===== src/rtl/ysyx_23060332_wb_arb_if.sv =====
// Write-back bus between EXU/LSU producers, the IDU hazard query and the register file write port.
// The slave modport is the arbiter's view; the master modport is the surrounding pipeline's view.
interface ysyx_23060332_wb_arb_if #(
    parameter int DATA_W = 32,
    parameter int ADDR_W = 5
);
    logic              exu_valid;
    logic              exu_ready;
    logic [ADDR_W-1:0] exu_waddr;
    logic [DATA_W-1:0] exu_wdata;
    logic              lsu_valid;
    logic              lsu_ready;
    logic [ADDR_W-1:0] lsu_waddr;
    logic [DATA_W-1:0] lsu_wdata;
    logic              iss_valid;
    logic [ADDR_W-1:0] iss_rd;
    logic [ADDR_W-1:0] raddr1;
    logic [ADDR_W-1:0] raddr2;
    logic              stall;
    logic              reg_wen;
    logic [ADDR_W-1:0] reg_waddr;
    logic [DATA_W-1:0] reg_wdata;

    modport slave (
        input  exu_valid, exu_waddr, exu_wdata,
        input  lsu_valid, lsu_waddr, lsu_wdata,
        input  iss_valid, iss_rd, raddr1, raddr2,
        output exu_ready, lsu_ready, stall,
        output reg_wen, reg_waddr, reg_wdata
    );

    modport master (
        output exu_valid, exu_waddr, exu_wdata,
        output lsu_valid, lsu_waddr, lsu_wdata,
        output iss_valid, iss_rd, raddr1, raddr2,
        input  exu_ready, lsu_ready, stall,
        input  reg_wen, reg_waddr, reg_wdata
    );
endinterface


===== src/rtl/ysyx_23060332_wb_arb.sv =====
// Write-back arbiter: round-robin EXU/LSU merge into one register-file port plus a busy-bit scoreboard.
// Define YSYX_23060332_WB_FWD_EN to let an operand written by reg_wen this cycle bypass its busy bit.
module ysyx_23060332_wb_arb #(
    parameter int DATA_W = 32,
    parameter int ADDR_W = 5
) (
    input logic                   clk,
    input logic                   rst,
    ysyx_23060332_wb_arb_if.slave bus
);
    localparam int NREG = 1 << ADDR_W;
    localparam logic [NREG-1:0]   ONE_HOT0 = {{(NREG-1){1'b0}}, 1'b1};
    localparam logic [ADDR_W-1:0] X0       = {ADDR_W{1'b0}};

    logic              rr_lsu_first_r;
    logic              grant_exu_s;
    logic              grant_lsu_s;
    logic              xfer_s;
    logic [ADDR_W-1:0] xfer_addr_s;
    logic [DATA_W-1:0] xfer_data_s;
    logic              wen_r;
    logic [ADDR_W-1:0] waddr_r;
    logic [DATA_W-1:0] wdata_r;
    logic [NREG-1:0]   busy_r;
    logic [NREG-1:0]   clr_mask_s;
    logic [NREG-1:0]   set_mask_s;
    logic [NREG-1:0]   busy_nxt_s;
    logic              fwd1_s;
    logic              fwd2_s;

    // Grant selection: a lone requester wins, contention follows the round-robin pointer.
    always_comb begin
        grant_exu_s = 1'b0;
        grant_lsu_s = 1'b0;
        case ({bus.exu_valid, bus.lsu_valid})
            2'b10: grant_exu_s = 1'b1;
            2'b01: grant_lsu_s = 1'b1;
            2'b11: begin
                if (rr_lsu_first_r) begin
                    grant_lsu_s = 1'b1;
                end else begin
                    grant_exu_s = 1'b1;
                end
            end
            default: begin
                grant_exu_s = 1'b0;
                grant_lsu_s = 1'b0;
            end
        endcase
    end

    assign bus.exu_ready = grant_exu_s;
    assign bus.lsu_ready = grant_lsu_s;
    assign xfer_s        = grant_exu_s | grant_lsu_s;
    assign xfer_addr_s   = grant_lsu_s ? bus.lsu_waddr : bus.exu_waddr;
    assign xfer_data_s   = grant_lsu_s ? bus.lsu_wdata : bus.exu_wdata;

    // Round-robin pointer: flips only on contended cycles so lone transfers do not steal a turn.
    always_ff @(posedge clk or posedge rst) begin
        if (rst) begin
            rr_lsu_first_r <= 1'b1;
        end else if (bus.exu_valid && bus.lsu_valid) begin
            rr_lsu_first_r <= ~rr_lsu_first_r;
        end else begin
            rr_lsu_first_r <= rr_lsu_first_r;
        end
    end

    // Output stage: one-cycle registered write; writes to x0 complete the handshake but never pulse.
    always_ff @(posedge clk or posedge rst) begin
        if (rst) begin
            wen_r   <= 1'b0;
            waddr_r <= X0;
            wdata_r <= {DATA_W{1'b0}};
        end else if (xfer_s) begin
            wen_r   <= (xfer_addr_s != X0);
            waddr_r <= xfer_addr_s;
            wdata_r <= xfer_data_s;
        end else begin
            wen_r   <= 1'b0;
            waddr_r <= waddr_r;
            wdata_r <= wdata_r;
        end
    end

    assign bus.reg_wen   = wen_r;
    assign bus.reg_waddr = waddr_r;
    assign bus.reg_wdata = wdata_r;

    // Set mask is applied after the clear mask so a same-cycle issue keeps the register busy.
    assign clr_mask_s = wen_r ? (ONE_HOT0 << waddr_r) : {NREG{1'b0}};
    assign set_mask_s = (bus.iss_valid && (bus.iss_rd != X0)) ? (ONE_HOT0 << bus.iss_rd)
                                                              : {NREG{1'b0}};
    assign busy_nxt_s = (busy_r & ~clr_mask_s) | set_mask_s;

    // Scoreboard register.
    always_ff @(posedge clk or posedge rst) begin
        if (rst) begin
            busy_r <= {NREG{1'b0}};
        end else begin
            busy_r <= busy_nxt_s;
        end
    end

`ifdef YSYX_23060332_WB_FWD_EN
    assign fwd1_s = wen_r && (waddr_r == bus.raddr1);
    assign fwd2_s = wen_r && (waddr_r == bus.raddr2);
`else
    assign fwd1_s = 1'b0;
    assign fwd2_s = 1'b0;
`endif

    assign bus.stall = ((bus.raddr1 != X0) && busy_r[bus.raddr1] && !fwd1_s) ||
                       ((bus.raddr2 != X0) && busy_r[bus.raddr2] && !fwd2_s);

endmodule


===== src/flat_wrapper.sv =====
// flat-port wrapper written by rule: the top's interface ports become plain ports
module ysyx_23060332_wb_arb_flat 
#(
    parameter int DATA_W = 32,
    parameter int ADDR_W = 5
)
  (clk, rst, bus_exu_valid, bus_exu_waddr, bus_exu_wdata, bus_lsu_valid, bus_lsu_waddr, bus_lsu_wdata, bus_iss_valid, bus_iss_rd, bus_raddr1, bus_raddr2, bus_exu_ready, bus_lsu_ready, bus_stall, bus_reg_wen, bus_reg_waddr, bus_reg_wdata);
  ysyx_23060332_wb_arb_if #(.DATA_W(DATA_W), .ADDR_W(ADDR_W)) bus_i ();
  input logic clk;
  input logic rst;
  input wire logic [$bits(bus_i.exu_valid)-1:0] bus_exu_valid;
  input wire logic [$bits(bus_i.exu_waddr)-1:0] bus_exu_waddr;
  input wire logic [$bits(bus_i.exu_wdata)-1:0] bus_exu_wdata;
  input wire logic [$bits(bus_i.lsu_valid)-1:0] bus_lsu_valid;
  input wire logic [$bits(bus_i.lsu_waddr)-1:0] bus_lsu_waddr;
  input wire logic [$bits(bus_i.lsu_wdata)-1:0] bus_lsu_wdata;
  input wire logic [$bits(bus_i.iss_valid)-1:0] bus_iss_valid;
  input wire logic [$bits(bus_i.iss_rd)-1:0] bus_iss_rd;
  input wire logic [$bits(bus_i.raddr1)-1:0] bus_raddr1;
  input wire logic [$bits(bus_i.raddr2)-1:0] bus_raddr2;
  output wire logic [$bits(bus_i.exu_ready)-1:0] bus_exu_ready;
  output wire logic [$bits(bus_i.lsu_ready)-1:0] bus_lsu_ready;
  output wire logic [$bits(bus_i.stall)-1:0] bus_stall;
  output wire logic [$bits(bus_i.reg_wen)-1:0] bus_reg_wen;
  output wire logic [$bits(bus_i.reg_waddr)-1:0] bus_reg_waddr;
  output wire logic [$bits(bus_i.reg_wdata)-1:0] bus_reg_wdata;
  assign bus_i.exu_valid = bus_exu_valid;
  assign bus_i.exu_waddr = bus_exu_waddr;
  assign bus_i.exu_wdata = bus_exu_wdata;
  assign bus_i.lsu_valid = bus_lsu_valid;
  assign bus_i.lsu_waddr = bus_lsu_waddr;
  assign bus_i.lsu_wdata = bus_lsu_wdata;
  assign bus_i.iss_valid = bus_iss_valid;
  assign bus_i.iss_rd = bus_iss_rd;
  assign bus_i.raddr1 = bus_raddr1;
  assign bus_i.raddr2 = bus_raddr2;
  assign bus_exu_ready = bus_i.exu_ready;
  assign bus_lsu_ready = bus_i.lsu_ready;
  assign bus_stall = bus_i.stall;
  assign bus_reg_wen = bus_i.reg_wen;
  assign bus_reg_waddr = bus_i.reg_waddr;
  assign bus_reg_wdata = bus_i.reg_wdata;
  ysyx_23060332_wb_arb #(.DATA_W(DATA_W), .ADDR_W(ADDR_W)) u_core (.clk(clk), .rst(rst), .bus(bus_i));
endmodule

===== config.mk =====
export PLATFORM = sky130hd
export DESIGN_NAME = ysyx_23060332_wb_arb_flat
export DESIGN_NICKNAME = d
export VERILOG_FILES = /design/src/rtl/ysyx_23060332_wb_arb_if.sv /design/src/rtl/ysyx_23060332_wb_arb.sv /design/src/flat_wrapper.sv
export SDC_FILE = /design/constraint.sdc
export NUM_CORES = 1
export LEC_CHECK = 0
export CAP_MARGIN = 0
export CORE_ASPECT_RATIO = 1.4
export CORE_MARGIN = 10
export CORE_UTILIZATION = 30
export DETAILED_ROUTE_END_ITERATION = 10
export HOLD_SLACK_MARGIN = 0.03
export PLACE_DENSITY = 0.59
export SLEW_MARGIN = 20
export SYNTH_ARGS = -nofsm -noshare
export SYNTH_HDL_FRONTEND = slang
export SYNTH_SLANG_ARGS = --single-unit

===== constraint.sdc =====
create_clock -name clk -period 5.2 [get_ports clk]
set_input_delay 1.04 -clock clk [delete_from_list [all_inputs] [get_ports clk]]
set_output_delay 1.04 -clock clk [all_outputs]
set_load 0.1 [all_outputs]

==> impl_metrics.csv, run 1 <==
group,metric,value,unit
run_status,outcome,"finished clean",
power,power.static_leakage,2.079,nW
power,power_per_cell_area,530.1,nW/µm²
global_routing,globalRoute.busiestLayer,"met2",
worst_setup_path,crit_chain,"clkdlybuf4s50_1, mux4_2, o2111ai_2, o41ai_1, nor4_1, nand3_1, buf_4",
global_routing,grt.met3_usage,0.07492,
finish,final_net_count,585,
yosys,synth_cells,364,
place,port_buffers,134,
worst_setup_path,family_with_the_most_delay_on_the_worst_path,"buffers and inverters",
floorplanning,ios,135,
final_timing,fin_crit_sh,0.8406,
finish,finalNonFillerCells,643,
final_timing,timing_max_transition_violations_final,0,
final_timing,max_freq,228.8,MHz
yosys,ys.flops,70,
drt,post_route_antenna_net_violation_count,0,
drt,routed-via-count,3442,
floorplanning,chipHeight,149.4,µm
place,dp_cells,627,
place,gp_congestion,0.8759,
final_timing,final_period_minus_worst_setup_slack,4371,ps
run,drv_cap,0,
global_routing,largest_net_degree_at_the_start_of_global_routing,46,
final_timing,setup_viol_count_final,0,
final_timing,finalHoldViolCount,0,
drt,route.detailed.vias_per_inst,5.353,
yosys,yosys-stat-cells,364,
clocking,ctsRootBufferMaster,"sky130_fd_sc_hd__clkbuf_16",
yosys,mappedNetlistNets,458,
drt,detail_route.iter0.violations,99,
global_routing,residual_overflow_from_global_routing,0,
finish,layout-drive-gt1-share,0.1048,
clocking,cts_tree,"built",
worst_setup_path,critPathKind,"in -> out",
yosys,ys_chip_area,3590,µm²
finish,final_cell_mix,"sky130_fd_sc_hd__clkdlybuf4s50_1, sky130_fd_sc_hd__dfrtp_1, sky130_fd_sc_hd__nor2_1",
clocking,worst_setup_hold_path_clk_slew,50,ps
yosys,ys_seq_share,0.4883,
worst_setup_path,worst_setup_path_start_kind,"input pin",
yosys,yosysUniqueCellTypes,39,
final_timing,worst_slew_pin_slew,1030,ps
place,post_detail_place_hpwl,10120,µm
finish,antenna-diode-count,0,
clocking,cts_repair_resize_count,0,
floorplanning,floorplan.die_area,16800,µm²
power,power.ir.vdd_worst,0.0002592,V
yosys,asyncSetResetFlopFracSynth,1.000,
drt,maxUsedRoutingLayer,"met4",
run,tool_warnings,26,
clocking,ctsHtreeMaxLevel,3,
yosys,syn_area_per_cell,9.862,µm²
drt,routed_wl,12710,µm
worst_setup_path,crit_path_max_incr_delay,800,ps
finish,multi_input_comb_area,1724,µm²
worst_setup_path,required,4160,ps
floorplanning,die.size.x,112.5,µm
worst_setup_path,critPathArrivalTime,3330,ps
yosys,synth_top_flop_cell,"sky130_fd_sc_hd__dfrtp_1",
finish,flop_area,1753,µm²
floorplanning,core-area,11760,µm²
finish,n_fill_cell,1126,
global_routing,met2_track_utilization_from_global_routing,0.2535,
drt,dr_wl_met3,1453,µm
drt,met2_wirelength,6114,µm
drt,post_dr_wirelength_cell,19.77,µm
global_routing,grt_usage,0.1499,
drt,drtPass1Iterations,4,
yosys,synthesis.yosys.warnings,0,
final_timing,slew-limit-headroom,0.3111,
worst_setup_path,critPathCaptureType,"primary output",
final_timing,timing.setup.tns,0,ps
drt,routedLengthMet1,4811,µm
clocking,post-cts-setup-buffers,0,
global_routing,vias_in_the_first_global_route,3628,
worst_hold_path,timing.hold.worst.class,"reg -> reg",
worst_setup_path,buffers_and_inverters_on_the_worst_path,2,
drt,drc,0,
worst_setup_path,slowest_stage,"sky130_fd_sc_hd__clkdlybuf4s50_1",
floorplanning,fp_util,0.3052,
final_timing,unrepaired_setup_endpoints_after_global_routing,"no",
finish,final_layout_top_logic_cell,"sky130_fd_sc_hd__clkdlybuf4s50_1",
global_routing,met1_usage,0.1535,
global_routing,initial_antenna_violation_count,0,
worst_setup_path,critical_path_peak_fanout,11,
yosys,synth-edff-count,0,
floorplanning,rows,47,
clocking,postCtsHoldBufs,0,
global_routing,grt_pass1_wl,19880,µm
clocking,cts_max_path_buffers,2,
yosys,synth_area,3590,µm²
finish,area_growth_from_synthesis_to_final_layout,49.77,%
==> run 1: metrics by stage <==
stage | worst slack, ps | instance area, µm² | hold WS (ps) | util | power (mW)
floorplan | 1284 | 3590 | 475.4 | - | 1.770
CTS | 810.3 | 5375 | 504.7 | 0.4570 | 2.868
detailed placement | 821.5 | 5040 | 499.6 | 0.4285 | 2.172
global placement | 821.1 | 5040 | 489.6 | 0.4285 | 2.152
global route | 653.5 | 5376 | 525.7 | 0.4571 | 2.985
finish | 828.8 | 5376 | 502.0 | 0.4571 | 2.850
==> run 1: power breakdown <==
part	leakage (nW)	switching [mW]	internal (mW)
Combinational	1.13	0.826	0.410
Sequential	0.781	0.191	0.736
Clock	0.166	0.228	0.458
==> run 1: worst reg2reg max path, stage by stage, from the launching register on <==
cell                      delay [ps]
sky130_fd_sc_hd__dfstp_2         560
sky130_fd_sc_hd__nand2_1         130
sky130_fd_sc_hd__nand2_1         130
sky130_fd_sc_hd__buf_4           390
sky130_fd_sc_hd__mux2i_1         230
sky130_fd_sc_hd__a21oi_1          90
==> run 1: cell type report <==
cell class / instances / share of cell area
clock inverter: 3 / 0.01210
inverter: 6 / 0.004422
tap: 147 / 0.03421
timing repair buffer: 137 / 0.2523
multi-input combinational: 267 / 0.3207
sequential: 70 / 0.3260
clock buffer: 13 / 0.05027
==> run 1: flip-flops by register name (all words and copies together) (netlist names) <==
register,count
u_core.bus.reg_waddr,5
u_core.bus.reg_wdata,32
u_core.bus.reg_wen,1
u_core.busy_r,31
u_core.rr_lsu_first_r,1
==> run 1: kinds of logic (layout without fill, tap and decap cells) <==
group / after synthesis / count (layout) / share of synthesized area
compound gates: 109 / 109 / 0.1819
simple gates: 126 / 126 / 0.1621
buf+inv: 27 / 159 / 0.03241
xor+xnor: 1 / 1 / 0.002440
flops: 70 / 70 / 0.4883
mux: 31 / 31 / 0.1328
==> run 1: synthesized netlist by cell type, drive strengths merged (6+ instances only) <==
| master | n | area [µm²] |
|---|---|---|
| mux2i | 12 | 120.1 |
| o31ai | 10 | 75.07 |
| a21oi | 6 | 30.03 |
| clkbuf | 14 | 53.80 |
| mux4 | 12 | 277.8 |
| buf | 7 | 40.03 |
| dfrtp | 69 | 1727 |
| inv | 6 | 22.52 |
| nor2 | 68 | 255.2 |
| nand2b | 10 | 62.56 |
| mux2 | 7 | 78.83 |
| o22ai | 32 | 200.2 |
| nand2 | 17 | 63.81 |
| or2 | 7 | 43.79 |
| o21ai | 53 | 265.3 |
==> run 1: path summary, 6_finish.rpt <==
kind                                       start                        to  slack [ps]  depth (start not counted)
max                                bus_raddr1[0]                 bus_stall         830                          7
min                        u_core.rr_lsu_first_r     u_core.rr_lsu_first_r         500                          1
max reg2reg                u_core.rr_lsu_first_r   u_core.bus.reg_waddr[0]        3540                          5
min reg2reg                u_core.rr_lsu_first_r     u_core.rr_lsu_first_r         500                          1
max in group asynchronous                    rst  u_core.bus.reg_wdata[16]        3190                          3
min in group asynchronous                    rst  u_core.bus.reg_wdata[28]        1150                          2
Figure 1. The clock network (run 1).
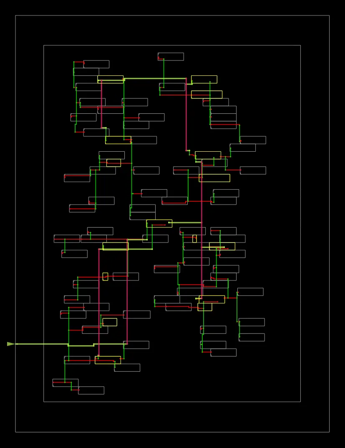
clock tree skew after final layout: 4.554 ps
clk sinks: 70
clock buffer count in the final layout: 13
total clock buffers created by CTS: 9
clock latency on the worst-skew pair: 340 ps

Figure 2. Register map, names as in the netlist (run 1).
Drawn at 2 px/µm. Other sequential cells in the stronger gray, the rest of the logic in the fainter gray.
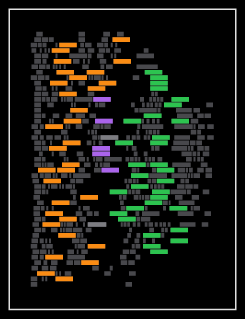
name in the netlist	color	placed flops
`u_core.bus.reg_waddr`	purple	5
`u_core.busy_r`	green	31
`u_core.bus.reg_wdata`	orange	32
Seq group: 927 µW
sequential portion of the cell area: 0.3260
end-of-flow core utilization: 0.4571

Figure 3. Port wiring (run 1).
Drawn at 3 px/µm.
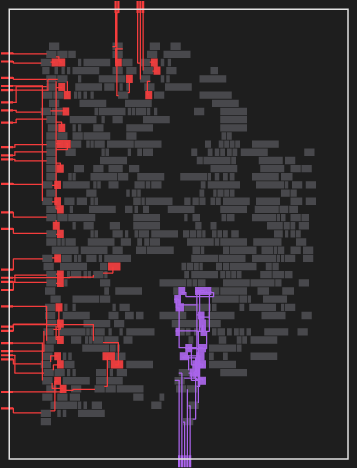
port	color	bits	direction	end cells	buffers	wire
`bus_exu_wdata`	red	32	input	32	32	754 µm
`bus_iss_rd`	purple	5	input	18	5	351 µm

## Run 2: what changed since run 1
==> constraint.sdc (replaced) <==
create_clock -name clk -period 4.35 [get_ports clk]
set_input_delay 0.87 -clock clk [delete_from_list [all_inputs] [get_ports clk]]
set_output_delay 0.87 -clock clk [all_outputs]
set_load 0.1 [all_outputs]
==> impl_metrics.csv, run 2 <==
group,metric,value,unit
run_status,outcome,"finished clean",
clocking,post-cts-setup-buffers,0,
clocking,cts_max_path_buffers,2,
drt,routed-via-count,3381,
yosys,netlist_top_cells_area,"sky130_fd_sc_hd__dfrtp_1, sky130_fd_sc_hd__o21ai_0, sky130_fd_sc_hd__nor2_1",
clocking,ctsHtreeMaxLevel,3,
yosys,synth_cells,364,
worst_setup_path,worstSetupStartpoint,"bus_raddr1[0]",
global_routing,initial_antenna_violation_count,0,
floorplanning,fp_util,0.3052,
finish,final_net_count,585,
drt,post_route_antenna_net_violation_count,0,
global_routing,grt_pass1_wl,20270,µm
worst_setup_path,required,3480,ps
clocking,cts_repair_resize_count,0,
clocking,clock_latency,330,ps
yosys,most_common_cell,"sky130_fd_sc_hd__dfrtp_1",
final_timing,worst_slew_pin_slew,1025,ps
final_timing,finalHoldViolCount,0,
finish,final_cell_mix,"sky130_fd_sc_hd__clkdlybuf4s50_1, sky130_fd_sc_hd__dfrtp_1, sky130_fd_sc_hd__nor2_1",
yosys,post_synth_and_or_nand_nor_area_fraction,0.1621,
yosys,xor_share,0.002440,
floorplanning,floorplan.die_area,16800,µm²
worst_hold_path,hp-start,"u_core.bus.reg_wdata[9]",
yosys,syn_area_per_cell,9.862,µm²
finish,area_growth_from_synthesis_to_final_layout,52.77,%
clocking,ctsRootBufferMaster,"sky130_fd_sc_hd__clkbuf_16",
yosys,synth-edff-count,0,
finish,antenna-diode-count,0,
final_timing,timing.setup.tns,0,ps
drt,post_dr_wirelength_cell,19.97,µm
finish,largest_register_ffs,32,
finish,design_area,5484,µm²
global_routing,largest_net_degree_at_the_start_of_global_routing,71,
drt,route.detailed.vias_per_inst,5.258,
final_timing,setup_viol_count_final,0,
final_timing,fin_crit_sh,0.9317,
finish,final_layout_top_logic_cell,"sky130_fd_sc_hd__clkdlybuf4s50_1",
power,power.ir.vdd_worst,0.0002456,V
place,post_detail_place_hpwl,10120,µm
clocking,cts_buffers,9,
final_timing,timing_max_transition_violations_final,0,
floorplanning,chipHeight,149.4,µm
yosys,synth_top_flop_cell,"sky130_fd_sc_hd__dfrtp_1",
clocking,cts_num_sinks,70,
worst_hold_path,timing.hold.worst.class,"reg -> reg",
drt,detail_route.iter0.violations,129,
clocking,cts_tree,"built",
power,power.static_leakage,2.126,nW
worst_setup_path,critPathArrivalTime,3180,ps
place,gp_congestion,0.8982,
global_routing,residual_overflow_from_global_routing,0,
final_timing,slew-limit-headroom,0.3149,
worst_setup_path,r2r_start,"u_core.rr_lsu_first_r",
yosys,synth.comb.largest_family,"AND-OR/OR-AND gates",
final_timing,hold_slack,508.9,ps
place,port_buffers,134,
clocking,postCtsHoldBufs,0,
power,power_per_cell_area,662.2,nW/µm²
worst_setup_path,worst_setup_path_start_kind,"input pin",
floorplanning,rows,47,
yosys,ys_chip_area,3590,µm²
yosys,synth.mux.area_fraction,0.1328,
clocking,worst_setup_hold_path_clk_slew,50,ps
global_routing,grt_usage,0.1519,
yosys,asyncSetResetFlopFracSynth,1.000,
run,tool_warnings,26,
yosys,top_cell_area_share,0.4810,
finish,multi_input_comb_area,1724,µm²
global_routing,vias_in_the_first_global_route,3716,
yosys,synth_area,3590,µm²
yosys,ys.flops,70,
final_timing,max_freq,246.7,MHz
final_timing,final_period_minus_worst_setup_slack,4053,ps
yosys,synthesis.yosys.warnings,0,
floorplanning,die.size.x,112.5,µm
worst_setup_path,critPathCaptureType,"primary output",
final_timing,unrepaired_setup_endpoints_after_global_routing,"no",
yosys,yosys-stat-cells,364,
drt,drc,0,
yosys,ys_top_cells_by_count,"sky130_fd_sc_hd__dfrtp_1, sky130_fd_sc_hd__nor2_1, sky130_fd_sc_hd__o21ai_0",
drt,drtPass1Iterations,4,
floorplanning,core-area,11760,µm²
yosys,synth_top_cell_by_area,"sky130_fd_sc_hd__dfrtp_1",
place,placed_area,5065,µm²
floorplanning,ios,135,
drt,routed_wl,12840,µm
yosys,mappedNetlistNets,458,
worst_setup_path,critPathKind,"in -> out",
finish,layout-drive-gt1-share,0.1069,
finish,n_fill_cell,1153,
yosys,ys_sh_aoi,0.1819,
yosys,yosysUniqueCellTypes,39,
run,drv_cap,0,
yosys,synth.cellmix.adderShare,0,
yosys,ys_seq_share,0.4883,
worst_setup_path,critical_path_peak_fanout,11,
==> run 2: netlist changes by cell type in the layout (fill, tap and decap cells not counted), sizes merged <==
cell	delta
bufinv	+4
clkbuf	-3
clkinv	-2
inv	+1
==> run 2: worst max-delay path, stage by stage <==
cell,delay [ps]
sky130_fd_sc_hd__clkdlybuf4s50_1,800
sky130_fd_sc_hd__mux4_2,600
sky130_fd_sc_hd__o2111ai_2,180
sky130_fd_sc_hd__o41ai_1,100
sky130_fd_sc_hd__nor4_1,280
sky130_fd_sc_hd__nand3_1,160
sky130_fd_sc_hd__buf_12,200
==> run 2: final timing paths <==
kind / to / slack, ps / depth (start not counted)
worst min register to register: u_core.bus.reg_wdata[9] / 510 / 2
min in group asynchronous: u_core.bus.reg_wdata[31] / 1130 / 3
max in group asynchronous: u_core.busy_r[18] / 2620 / 3
worst max-delay path: bus_stall / 300 / 7
worst min-delay path: u_core.bus.reg_wdata[9] / 510 / 2
worst max register to register: u_core.bus.reg_waddr[0] / 2680 / 5
==> run 2: through the flow <==
stage          setup slack (ps)  cells  total power [mW]
2_1_floorplan             774.4    364             2.116
3_3_place_gp              327.5    627             2.592
3_5_place_dp              311.9    627             2.608
4_1_cts                   295.5    643             3.651
5_1_grt                   179.4    643             3.797
6_report                  297.2    643             3.632
==> run 2: final cells by class <==
type | count | area share
multi-input cells | 267 | 0.3144
inverters | 6 | 0.004107
clock buffers | 10 | 0.04358
flip-flops and latches | 70 | 0.3196
clock inverters | 6 | 0.03285
well taps | 147 | 0.03354
repair buffers | 137 | 0.2519
==> run 2: report_power, final <==
group | switching [mW] | internal (mW) | leakage, nW
Sequential | 0.224 | 0.880 | 0.781
Combinational | 0.993 | 0.503 | 1.14
Clock | 0.281 | 0.750 | 0.203
Total | 1.50 | 2.13 | 2.13
==> run 2: routing by layer <==
metal	part of all wire	up-vias	track usage
li1	-	1594	-
met1	0.38	1597	0.1564
met2	0.48	172	0.2523
met3	0.12	18	0.08734
met4	0.021	0	0.05471
met5	0	-	0
==> run 2: logic make-up (layout without fill, tap and decap cells) <==
group           count (synthesis)  in the layout
simple gates                  126            126
mux                            31             31
compound gates                109            109
flops                          70             70
buf+inv                        27            159
xor+xnor                        1              1
Figure 4. Register map, names as in the netlist (run 2).
Drawn at 2 px/µm. Other sequential cells in the stronger gray, the rest of the logic in the fainter gray.
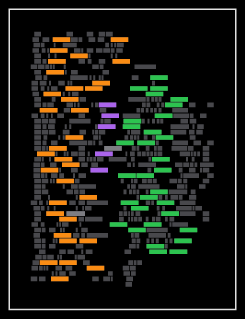
area taken by flip-flops and latches: 1753 µm²
sequential portion of the cell area: 0.3196
Seq group: 1.10 mW
end-of-flow core utilization: 0.4663

Figure 5. The clock network (run 2).
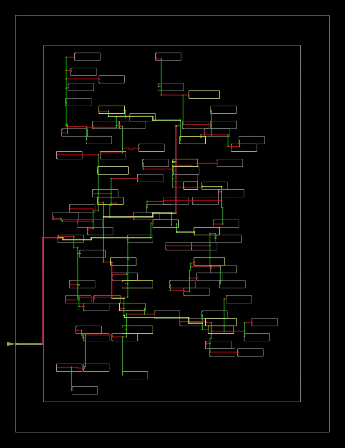
power drawn by the clock network: 1.03 mW
number of flip-flops and latches: 70
clock tree skew after final layout: 7.025 ps
clock buffer count in the final layout: 10

## Run 3: what changed since run 2
--- a/config.mk
+++ b/config.mk
@@ -6,7 +6,6 @@
 export NUM_CORES = 1
 export LEC_CHECK = 0
 export CAP_MARGIN = 0
-export CORE_ASPECT_RATIO = 1.4
 export CORE_MARGIN = 10
 export CORE_UTILIZATION = 30
 export DETAILED_ROUTE_END_ITERATION = 10
==> impl_metrics.csv, run 3 <==
group,metric,value,unit
run_status,outcome,"finished clean",
worst_setup_path,critical_path_peak_fanout,8,
yosys,synthesis.yosys.warnings,0,
drt,post_dr_wirelength_cell,19.61,µm
finish,final_net_count,586,
worst_hold_path,timing.hold.worst.class,"reg -> reg",
place,dp_cells,624,
clocking,clock_latency,330,ps
global_routing,largest_net_degree_at_the_start_of_global_routing,41,
yosys,synth_area,3590,µm²
finish,antenna-diode-count,0,
global_routing,grt_pass1_wl,20410,µm
global_routing,vias_in_the_first_global_route,3741,
power,pwr-share-comb,0.461,
yosys,synth-edff-count,0,
drt,routed_wl,12550,µm
global_routing,grt_usage,0.1555,
clocking,ctsHtreeMaxLevel,3,
clocking,cts_buffers,9,
place,gp_congestion,0.8970,
worst_setup_path,regToRegEndpoint,"u_core.bus.reg_waddr[4]",
clocking,cts_repair_resize_count,0,
final_timing,unrepaired_setup_endpoints_after_global_routing,"no",
floorplanning,floorplan.die_area,16740,µm²
final_timing,timing_max_transition_violations_final,0,
floorplanning,die.size.x,129.4,µm
global_routing,initial_antenna_violation_count,0,
final_timing,final_period_minus_worst_setup_slack,3989,ps
worst_setup_path,r2r_start,"u_core.rr_lsu_first_r",
finish,final_layout_top_logic_cell,"sky130_fd_sc_hd__clkdlybuf4s50_1",
clocking,post-cts-setup-buffers,0,
clocking,worst_setup_hold_path_clk_slew,50,ps
worst_hold_path,hp-start,"u_core.rr_lsu_first_r",
finish,finalNonFillerCells,640,
clocking,cts_num_sinks,70,
final_timing,worst_clock_skew,7.293,ps
finish,area_growth_from_synthesis_to_final_layout,48.24,%
finish,largest_register_ffs,32,
final_timing,timing.setup.tns,0,ps
final_timing,worst_slew_pin_slew,1031,ps
yosys,yosysUniqueCellTypes,39,
worst_setup_path,slowest_stage,"sky130_fd_sc_hd__clkdlybuf4s50_1",
global_routing,residual_overflow_from_global_routing,0,
drt,post_route_antenna_net_violation_count,0,
place,port_buffers,134,
power,power_per_cell_area,610.8,nW/µm²
finish,final_cell_mix,"sky130_fd_sc_hd__clkdlybuf4s50_1, sky130_fd_sc_hd__dfrtp_1, sky130_fd_sc_hd__nor2_1",
yosys,ys_chip_area,3590,µm²
final_timing,slew-limit-headroom,0.3102,
power,power.static_leakage,2.053,nW
power,power.ir.vdd_worst,0.0002973,V
worst_setup_path,worst_r2r_path_depth,5,
clocking,cts_tree,"built",
floorplanning,rows,39,
floorplanning,core-area,11560,µm²
drt,drc,0,
worst_setup_path,critPathKind,"in -> out",
yosys,syn_area_per_cell,9.862,µm²
floorplanning,fp_util,0.3104,
yosys,asyncSetResetFlopFracSynth,1.000,
yosys,mappedNetlistNets,458,
final_timing,setup_viol_count_final,0,
final_timing,finalHoldViolCount,0,
power,power_report.internal_total,1.768,mW
final_timing,max_freq,250.7,MHz
floorplanning,chipHeight,129.4,µm
drt,route.detailed.vias_per_inst,5.242,
drt,detail_route.iter0.violations,220,
power,netSwitchingPower,1.482,mW
worst_setup_path,crit_chain,"clkdlybuf4s50_1, buf_4, mux4_1, nor2_1, nor4_1, nor4_1, nand3_1, buf_12",
run,drv_cap,0,
floorplanning,ios,135,
yosys,synth_top_cell_by_area,"sky130_fd_sc_hd__dfrtp_1",
drt,routed-via-count,3355,
clocking,ctsRootBufferMaster,"sky130_fd_sc_hd__clkbuf_16",
final_timing,fin_crit_sh,0.9171,
worst_setup_path,worst_setup_path_start_kind,"input pin",
worst_setup_path,timing.reg2reg.setup_slack,2650,ps
drt,drtPass1Iterations,4,
clocking,cts_max_path_buffers,2,
clocking,postCtsHoldBufs,0,
worst_setup_path,crit_path_max_incr_delay,600,ps
yosys,ys.flops,70,
## run 3: cell count changes in the layout (fill, tap and decap cells not counted), sizes merged
cell / change
clkinv: +2
bufinv: -6
buf: +1
clkbuf: +4
## run 3: final cells by class
cell class	count	area, µm²
tap	143	178.9
inverter	6	22.52
timing repair buffer	138	1389
fill	1117	6243
clock inverter	2	10.01
multi-input combinational	267	1724
sequential	70	1753
clock buffer	14	244.0
## run 3: layer usage
metal | global-route usage | share of wire | routed length [µm]
met1 | 0.1813 | 0.41 | 5202
met2 | 0.2334 | 0.44 | 5469
met3 | 0.09217 | 0.13 | 1659
met4 | 0.05284 | 0.018 | 220
met5 | 0 | 0 | 0
## run 3: metrics by stage
stage          hold slack, ps  setup slack (ps)  utilization  instance area (µm²)  power (mW)
3_3_place_gp            490.0             435.5       0.4382                 5067       2.601
2_1_floorplan           475.4             774.4            -                 3590       2.116
4_1_cts                 509.9             371.4       0.4601                 5321       3.267
3_5_place_dp            497.3             386.5       0.4382                 5067       2.614
5_1_grt                 526.4             103.9       0.4601                 5321       3.427
6_report                509.0             360.8       0.4601                 5321       3.251
## run 3: worst max-delay path by stage
stage	start	to
2_1_floorplan	bus_raddr1[0]	bus_stall
3_3_place_gp	bus_raddr1[0]	bus_stall
3_5_place_dp	bus_raddr1[0]	bus_stall
5_1_grt	bus_raddr1[0]	bus_stall
6_report	bus_raddr1[0]	bus_stall
4_1_cts	bus_raddr1[0]	bus_stall
## run 3: power groups by stage
stage                     registers, mW  logic (mW)  clock network, mW
after global routing               1.14        1.60              0.686
final                              1.11        1.50              0.642
after global placement             1.11        1.49                  0
after detailed placement           1.11        1.51                  0
after CTS                          1.10        1.51              0.657
after floorplan                    1.58       0.539                  0
## run 3: cells by family (layout without fill, tap and decap cells)
family / after synthesis / in the layout / synth area share
simple gates: 126 / 126 / 0.1621
xor+xnor: 1 / 1 / 0.002440
flops: 70 / 70 / 0.4883
mux: 31 / 31 / 0.1328
buf+inv: 27 / 160 / 0.03241
compound gates: 109 / 109 / 0.1819
## run 3: worst max-delay path, delay by kind of cell
kind / cells / cell delay, ps
simple gates: 4 / 650
buf+inv: 3 / 1030
mux: 1 / 560
Figure 6. Port wiring (run 3).
Drawn at 4 px/µm.
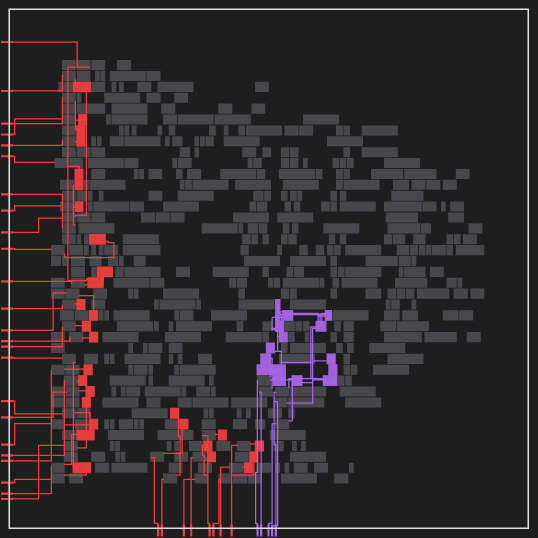
port	color	bits	direction	end cells	buffers	wire
`bus_exu_wdata`	red	32	input	32	32	895 µm
`bus_iss_rd`	purple	5	input	18	5	381 µm

Figure 7. Register map, names as in the netlist (run 3).
Drawn at 2 px/µm. Other sequential cells in the stronger gray, the rest of the logic in the fainter gray.
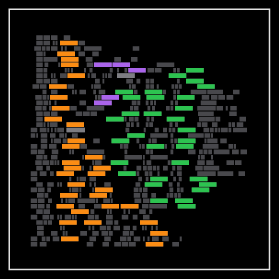
name in the netlist	color	placed flops
`u_core.busy_r`	green	31
`u_core.bus.reg_waddr`	purple	5
`u_core.bus.reg_wdata`	orange	32
not colored	2
Seq group: 1.11 mW
sequential portion of the cell area: 0.3294


==> screenshots <==
Logic cells by family.
picture 1
Drawn at 2 px/µm.
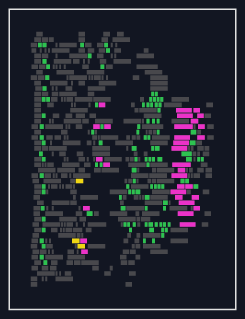
picture 2
Drawn at 3 px/µm.
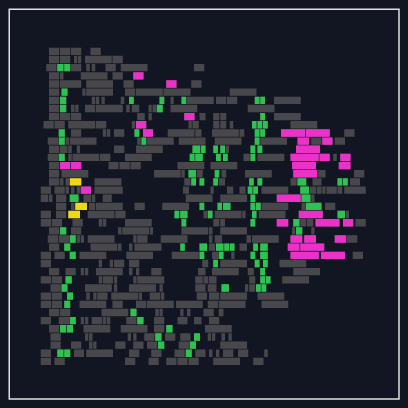
Run 1 is picture 1.
Run 3 is picture 2.

Key to picture 2:
family	color	cells
aoi and oai cells	green	106
non-inverting ao/oa cells	yellow	3
mux cells	magenta	31

Power and IR drop assume default switching activity.
